`src/rtl/uart_tx_fifo_pkg.sv`:
```
// Shared constants and types for the UART transmit-side FIFO and its launcher.
package uart_tx_fifo_pkg;

  localparam int DBIT_DEF    = 8;
  localparam int ADDR_W_DEF  = 4;
  localparam int SB_TICK_DEF = 16;

  typedef enum logic {
    ST_IDLE,
    ST_WAIT
  } launch_state_t;

endpackage

```
`src/rtl/uart_tx_fifo_buffer.sv`:
```
// Circular word store with occupancy count, full/empty flags and a one-cycle
// overflow pulse for writes that arrive while full.
module uart_tx_fifo_buffer
  import uart_tx_fifo_pkg::*;
#(
  parameter int DBIT   = DBIT_DEF,
  parameter int ADDR_W = ADDR_W_DEF
) (
  input  logic              clk,
  input  logic              reset,
  input  logic              wr,
  input  logic [DBIT-1:0]   w_data,
  input  logic              rd,
  output logic [DBIT-1:0]   r_data,
  output logic              full,
  output logic              empty,
  output logic [ADDR_W:0]   count,
  output logic              overflow
);

  localparam int DEPTH = 2 ** ADDR_W;
  localparam logic [ADDR_W:0] FULL_COUNT = (ADDR_W + 1)'(DEPTH);

  logic [DBIT-1:0]   mem [DEPTH];
  logic [ADDR_W-1:0] wptr;
  logic [ADDR_W-1:0] rptr;
  logic              wr_ok;
  logic              rd_ok;

  // Full is judged on the registered count, so a same-cycle pop never rescues a write.
  assign full   = (count == FULL_COUNT);
  assign empty  = (count == '0);
  assign wr_ok  = wr & ~full;
  assign rd_ok  = rd & ~empty;
  assign r_data = mem[rptr];

  always_ff @(posedge clk) begin
    if (wr_ok) begin
      mem[wptr] <= w_data;
    end
  end

  always_ff @(posedge clk) begin
    if (reset) begin
      wptr     <= '0;
      rptr     <= '0;
      count    <= '0;
      overflow <= 1'b0;
    end else begin
      if (wr_ok) begin
        wptr <= wptr + 1'b1;
      end
      if (rd_ok) begin
        rptr <= rptr + 1'b1;
      end
      count    <= count + {{ADDR_W{1'b0}}, wr_ok} - {{ADDR_W{1'b0}}, rd_ok};
      overflow <= wr & full;
    end
  end

endmodule

```
`src/rtl/uart_tx_fifo.sv`:
```
// Transmit buffer in front of the UART transmitter: stores host bytes and
// launches them one frame at a time with a registered tx_start pulse.
module uart_tx_fifo
  import uart_tx_fifo_pkg::*;
#(
  parameter int DBIT   = DBIT_DEF,
  parameter int ADDR_W = ADDR_W_DEF
) (
  input  logic              clk,
  input  logic              reset,
  input  logic              wr_uart,
  input  logic [DBIT-1:0]   w_data,
  output logic              tx_full,
  output logic              tx_empty,
  output logic [ADDR_W:0]   tx_count,
  output logic              wr_overflow,
  output logic              tx_start,
  output logic [DBIT-1:0]   tx_din,
  input  logic              tx_done_tick
);

  launch_state_t   state;
  launch_state_t   state_next;
  logic            pop;
  logic            start_next;
  logic [DBIT-1:0] head_data;

  uart_tx_fifo_buffer #(
    .DBIT   (DBIT),
    .ADDR_W (ADDR_W)
  ) u_buffer (
    .clk      (clk),
    .reset    (reset),
    .wr       (wr_uart),
    .w_data   (w_data),
    .rd       (pop),
    .r_data   (head_data),
    .full     (tx_full),
    .empty    (tx_empty),
    .count    (tx_count),
    .overflow (wr_overflow)
  );

  always_ff @(posedge clk) begin
    if (reset) begin
      state    <= ST_IDLE;
      tx_start <= 1'b0;
      tx_din   <= '0;
    end else begin
      state    <= state_next;
      tx_start <= start_next;
      if (pop) begin
        tx_din <= head_data;
      end
    end
  end

  // A done tick that coincides with our own start pulse belongs to the previous frame.
  always_comb begin
    state_next = state;
    pop        = 1'b0;
    start_next = 1'b0;
    unique case (state)
      ST_IDLE: begin
        if (!tx_empty) begin
          pop        = 1'b1;
          start_next = 1'b1;
          state_next = ST_WAIT;
        end
      end
      ST_WAIT: begin
        if (tx_done_tick && !tx_start) begin
          state_next = ST_IDLE;
        end
      end
      default: state_next = ST_IDLE;
    endcase
  end

endmodule

```
`config.mk`:
```
export PLATFORM = sky130hd
export DESIGN_NAME = uart_tx_fifo
export DESIGN_NICKNAME = d
export VERILOG_FILES = /design/src/rtl/uart_tx_fifo_pkg.sv /design/src/rtl/uart_tx_fifo_buffer.sv /design/src/rtl/uart_tx_fifo.sv
export SDC_FILE = /design/constraint.sdc
export NUM_CORES = 1
export LEC_CHECK = 0
export ABC_AREA = 1
export CORE_MARGIN = 10
export CORE_UTILIZATION = 40
export CTS_CLUSTER_SIZE = 30
export DETAILED_ROUTE_END_ITERATION = 6
export PLACE_DENSITY_LB_ADDON = 0.08
export SLEW_MARGIN = 0
export SYNTH_ARGS = -nofsm -noshare
export SYNTH_HDL_FRONTEND = slang
export SYNTH_SLANG_ARGS = --single-unit
```
`constraint.sdc`:
```
create_clock -name clk -period 2.2 [get_ports clk]
set_input_delay 0.44 -clock clk [delete_from_list [all_inputs] [get_ports clk]]
set_output_delay 0.44 -clock clk [all_outputs]
set_load 0.02 [all_outputs]
```
The metal 2 layer:
Cells faint in the background.
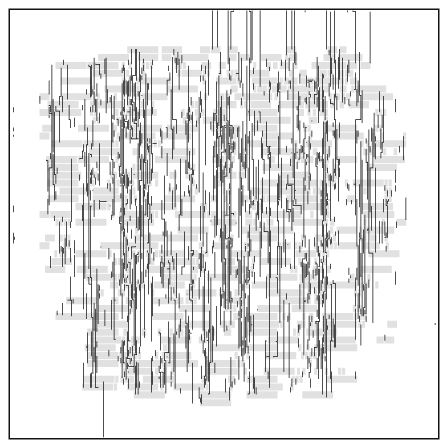
wire length on this layer: 7400 µm
share of all routed wire: 47%

Routing congestion:
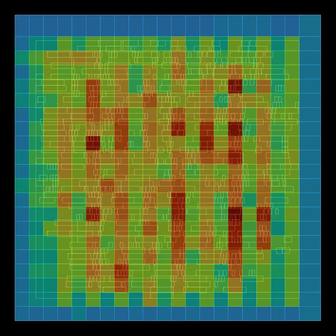
grt met2 use: 0.233
total track usage: 0.146

==> flow_metrics.tcl <==
# implementation run metrics
set metrics [dict create \
    cap_viol_max_count 0 \
    rsz0062_at_grt "true" \
    portBuffers 28 \
    cp_max_fo 3 \
    wl_per_cell_um 16.3 \
    die.size.y_um 148 \
    crit_path_top_delay_cell "fa_2" \
    avgViaCountPerCell 4.81 \
    ys_sh_aoi 0.0175 \
    finalClockPeriodUsage 0.969 \
    syn-num-nets 690 \
    dpl.hpwl_mm 10.2 \
    comb_area_um2 1790 \
    drtIter0Drc 296 \
    worstPathArrival_ns 2.43 \
    cts_tree "built" \
    vdd_drop_max_uv 712 \
    initCoreUtil 0.412 \
    ys.flop_type "edfxtp_1" \
    endpoint_kind "register" \
    ys_sh_simple 0.218 \
    antenna_found_initial 0 \
    synth-warning-count 0 \
    setup_viol_count_final 0 \
    finalPower_mw 9.46 \
    grt_max_degree 35 \
    yosys_area_um2 6600 \
    root_buffer "clkbuf_16" \
    max_stage_delay_ns 0.41 \
    criticalPathCategory "register to register" \
    clock_latency_ns 0.42 \
    drive_gt1_frac 0.126 \
    p_leak_nw 3.38 \
    xor_share 0.00531 \
    enable_flop_cells 128 \
    finalHoldViolations 0 \
    die_area_um2 22000 \
    period_needed_ns 2.13 \
    cts_hold_buf 0 \
    synth.logic.top_family "simple AND/OR/NAND/NOR gates" \
    cp_data_required_time_ns 2.50 \
    syn_area_um2 6600 \
    layout_top_cells "nand2_1, edfxtp_1, nand3_1, inv_1, buf_4" \
    grt_pass1_wl_mm 24.6 \
    mux_area_frac 0 \
    grt_overflow 0 \
    ff2ff_setup_slack_ns 0.07 \
    num_antenna_cells 0 \
    yosys-stat-cells 666 \
    hold_path_class "register to register" \
    core-area_um2 16000 \
    worstMarginPinSlew_ns 0.688 \
    crit_buf_inv 4 \
    status "finished clean" \
    worst_clock_skew_ns 0.00826 \
    seqCellArea_um2 4330 \
    gp_congestion 0.794 \
    drcViolationCount 0 \
    row_count 46 \
    hold_slack_ns 0.478 \
    cts_inserted_buffers 17 \
    syn2layout_area_growth_pct 20.3 \
]
Sequential cells colored by netlist name:
Other sequential cells in the stronger gray, the rest of the logic in the fainter gray.
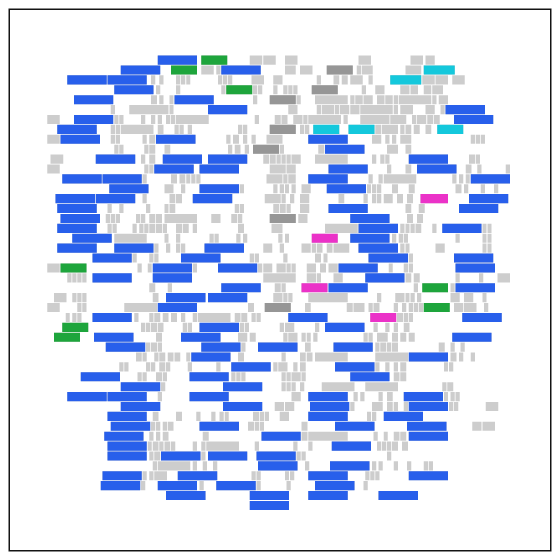
[u_buffer.rptr] magenta | flops: 4
[u_buffer.count] cyan | flops: 5 | where: top right
[u_buffer.mem] blue | flops: 128 | where: widely spread
[tx_din] green | flops: 8

Gate families picked out:
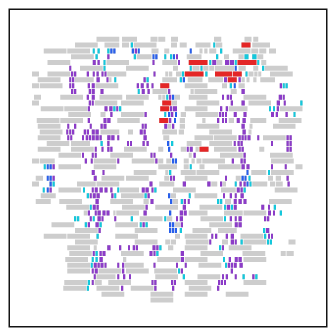
[nor cells] blue | cells: 37
[fa/ha/maj cells] red | cells: 12 | where: top middle
[inv cells] cyan | cells: 98
[nand cells] purple | cells: 312

[per-stage QoR]
step,worst slack (ns),cell area (µm²)
detailed placement,0.0466,7310
global placement,0.0424,7310
floorplan,-0.0695,6660
finish,0.0685,7940
CTS,0.0278,7900
global route,-0.0992,7940
[where the power goes]
part | total [mW] | switching [mW] | leakage, nW | internal (mW)
Sequential | 3.48 | 0.133 | 1.36 | 3.35
Combinational | 3.11 | 1.99 | 1.74 | 1.12
Clock | 2.88 | 1.10 | 0.282 | 1.77
Total | 9.46 | 3.23 | 3.38 | 6.23
[cells in the mapped netlist (4+ instances only)]
| cell type | n | share of area |
|---|---|---|
| nor2_1 | 37 | 0.021 |
| a21oi_1 | 13 | 0.0099 |
| ha_1 | 11 | 0.021 |
| dfxtp_1 | 24 | 0.073 |
| o21ai_1 | 4 | 0.0030 |
| buf_4 | 6 | 0.0068 |
| inv_1 | 89 | 0.051 |
| buf_2 | 18 | 0.014 |
| nand3_1 | 92 | 0.070 |
| inv_2 | 9 | 0.0051 |
| nand2_1 | 216 | 0.12 |
| edfxtp_1 | 128 | 0.58 |
[state kept, by name, summed over array words and instances (netlist names)]
name / count
state: 1
u_buffer.overflow: 1
tx_start: 1
tx_din: 8
u_buffer.rptr: 4
u_buffer.mem: 128
u_buffer.wptr: 4
u_buffer.count: 5
[tightest hold or removal path: stages (launching register included)]
cell and delay (ns):
dfxtp_1 0.30, o21ai_0 0.07, a21oi_1 0.06
[final cells by class]
class,instances,area share
sequential,152,0.546
tap,216,0.0341
timing repair buffer,69,0.0738
clock buffer,19,0.0545
inverter,98,0.0470
multi-input combinational,387,0.225
clock inverter,13,0.0195
[routing by layer]
layer | track usage | part of all wire
met1 | 0.188 | 0.47
met2 | 0.233 | 0.47
met3 | 0.0294 | 0.030
met4 | 0.0664 | 0.021
met5 | 0 | 0
[cells by family (layout without fill, tap and decap cells)]
| kind of cell | Yosys count | count (layout) |
|---|---|---|
| AND-OR/OR-AND | 22 | 22 |
| adder cells (fa/ha/maj) | 12 | 12 |
| AND/OR/NAND/NOR | 349 | 349 |
| flip-flops | 152 | 152 |
| XOR/XNOR | 4 | 4 |
| buffers and inverters | 127 | 199 |
[final timing paths]
check | start | to | depth (start not counted)
setup / recovery | u_buffer.count[2] | u_buffer.count[2] | 12
hold / removal | state | state | 2
setup reg to reg | u_buffer.count[2] | u_buffer.count[2] | 12
hold reg to reg | state | state | 2
[what timing repair did]
action | 4_1_cts | 5_1_grt
buffers inserted | 0 | 5
pin swaps | 0 | 6
endpoints found under the hold margin | 0 | 0
setup endpoints to repair | 2 | 1
resized | 2 | 0
Power and IR drop assume default switching activity.
